Design writeback_unit, sky130hd; sources not shown.
==> images/sizes.png <==
Bar = 20 um.
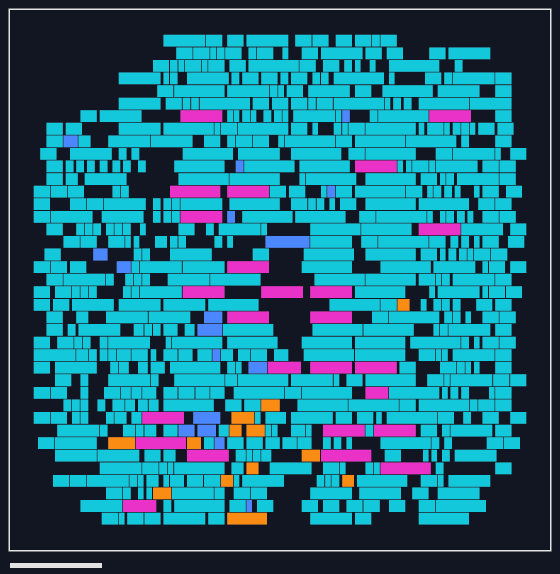
_2 cells: drawn in blue, cells 17. _0 and _1 cells: drawn in cyan, cells 595. _6 and larger: drawn in magenta, cells 25. _3 and _4 cells: drawn in orange, cells 13.
final setup margin: 1.62 ns
final non-filler cell area: 8350 um^2

==> images/flops_by_reg.png <==
Bar = 20 um. Other sequential cells in the stronger grey, the rest of the logic in the fainter grey.
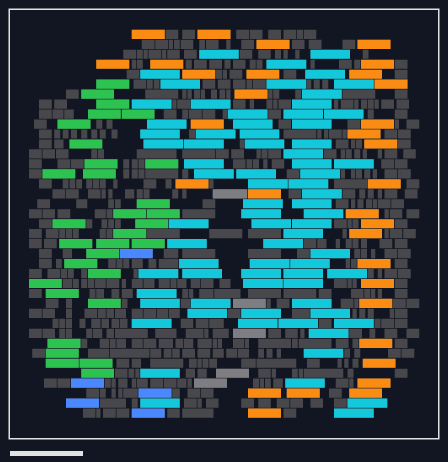
rf_write_data: drawn in orange, sequential cells 32. pending: drawn in green, sequential cells 31. rf_write_id: drawn in blue, sequential cells 5. u_fifo.mem_q: drawn in cyan, sequential cells 74.
register area: 4050 um^2
fin util: 0.738
fraction of area in registers: 0.485

==> images/clocks.png <==
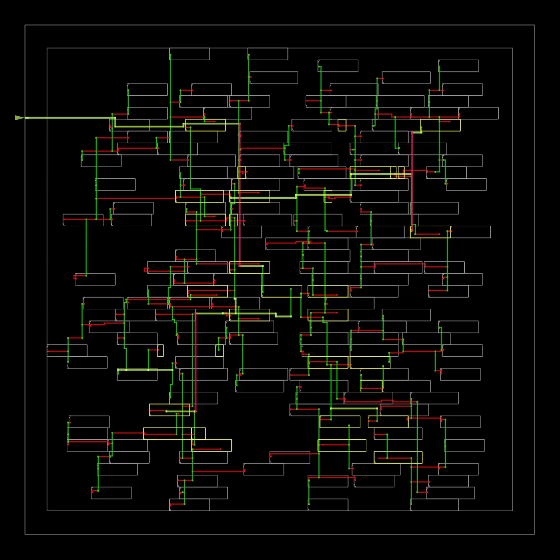
CLK BUF: 21
clk sinks: 147
num sequential: 147
Clock Power: 0.00156 W

==> images/wires.png <==
Bar = 20 um.
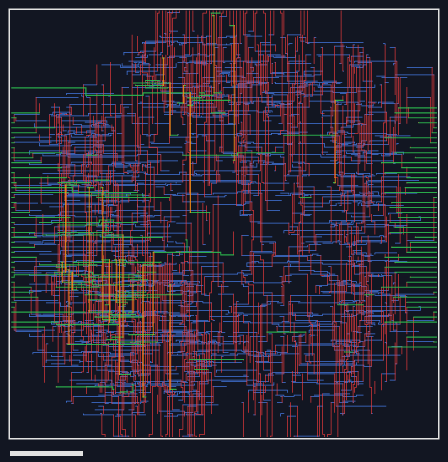
metal 1: drawn in blue, wire length 6320 um. metal 2: drawn in red, wire length 8170 um. metal 3: drawn in green, wire length 1400 um. metal 4: drawn in orange, wire length 446 um.
WL/cell: 20.6 um
routed vias: 4627

==> images/io_fan.png <==
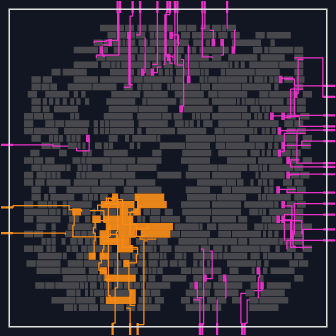
lsu_rd: drawn in orange, bits 5, direction input, edge 3 bottom, 2 left, end cells 26, buffers 5, wire 402 um. alu_data: drawn in magenta, bits 32, direction input, edge 14 right, 12 top, 5 bottom, 1 left, end cells 32, buffers 32, wire 889 um.
I/O pin count: 156
input/output buffers: 154

==> reports/results.ini <==
[outcome]
outcome=finished, final reports clean

[finish]
fin_cells=793
nNetsFinal=722
largest_reg_flops=74
area_delta_synth_final_pct=38.1
comb_share=0.223
inv_count=3
buf_share=0.194
clock_tree_area_fraction=0.0754
fillers=767
mi_logic_area_um2=1860

[setup_path]
cp.arrival_ns=2.97
endpoint_kind=flip-flop
critPathBufInv=0
worstSetupPathType=flip-flop to flip-flop
required_ns=4.59
r2r_cells=5
crit_family=simple AND/OR/NAND/NOR gates
crit_slowest_cell=nor2_4
cpPeakStageDelay_ns=0.83
crit_chain=nor2_4 > a2bb2oi_1 > nand3_1 > o21ai_1 > o41ai_1
cp_max_fo=41

[floorplanning]
taps=143
fp-utilization=0.534
placeableCoreArea_um2=11300
rows=39
die_y_um=117

[power_and_ir_drop]
ir_worst_vdd_mv=0.356
p_clk_frac=0.290
p_switching_w=0.00168
power_frac_comb=0.327
maxPowerGroup=registers
power.density_nw_per_um2=643
p_comb_w=0.00175
p_leak_nw=3.18

[synthesis]
synth.logic.top_family=AND-OR/OR-AND gates
ys_area_um2=6050
synth_warnings=0
common_cells=edfxtp_1, dfrtp_1, nor2_1
syn-cell-area_um2=6050
aoi_share=0.142
top_cell_area_share=0.368
edf_count=74
yosysMostFrequentCell=edfxtp_1
async_flop_share=0.497
ys_sh_mux=0.0635
synth.area.top_cells=edfxtp_1, dfrtp_1, mux2i_1
ys_cells=484
largest_area_cell=edfxtp_1
synth.avg_cell_area_um2=12.5

[timing]
tightest_slew_ns=1.09
final.period_utilization=0.625
setup_viol=0
min_period_ns=2.71
fmax_mhz=369

[grt]
grt_antenna_before_repair=0
grt_max_degree=53
grt_pass1_vias=4855
track_usage=0.242
grt_pass1_wl_um=25100

[placed_design]
gp_congestion=0.907
place_hpwl_um=10800
placed_area_um2=7680
pre_cts_ws_ns=1.26

[flow_run]
cap_viol_max_count=0
warnings=26

[cts]
htreeDepth=4
clk_latency_ns=0.41
clkTransAtPathRegs_ns=0.06
ctsHoldBuffers=0
clock_path_buffers=2
cts_tree=done

[routing]
first_iter_violations=366
firstDrtPassIters=4
routed_wl_um=16300
via_per_inst=5.83

[routing by layer]
metal,share of wire,routed length (um),global-route usage,vias to the layer above
met5,0,0,0,-
met4,0.027,446,0.0986,0
met3,0.086,1400,0.0663,45
met2,0.50,8170,0.413,250
met1,0.39,6320,0.293,2245
li1,-,-,-,2087
[layout by cell type, fill, tap and decap left out, drive strengths merged, types with 3 or more instances in the layout]
master         count
a2bb2oi            3
edfxtp            74
or3b               3
a21oi             64
nand4              8
clkinv             7
buf                7
nand3b             5
mux2i             35
nand2              7
o31ai              4
o41ai              3
nor2              74
nand3              4
clkdlybuf4s50    154
clkbuf            21
xnor2              3
o21ai             62
inv                3
mux2               3
dfrtp             73
bufinv             4
a22o               4
Power is estimated from default activity; no workload was simulated.
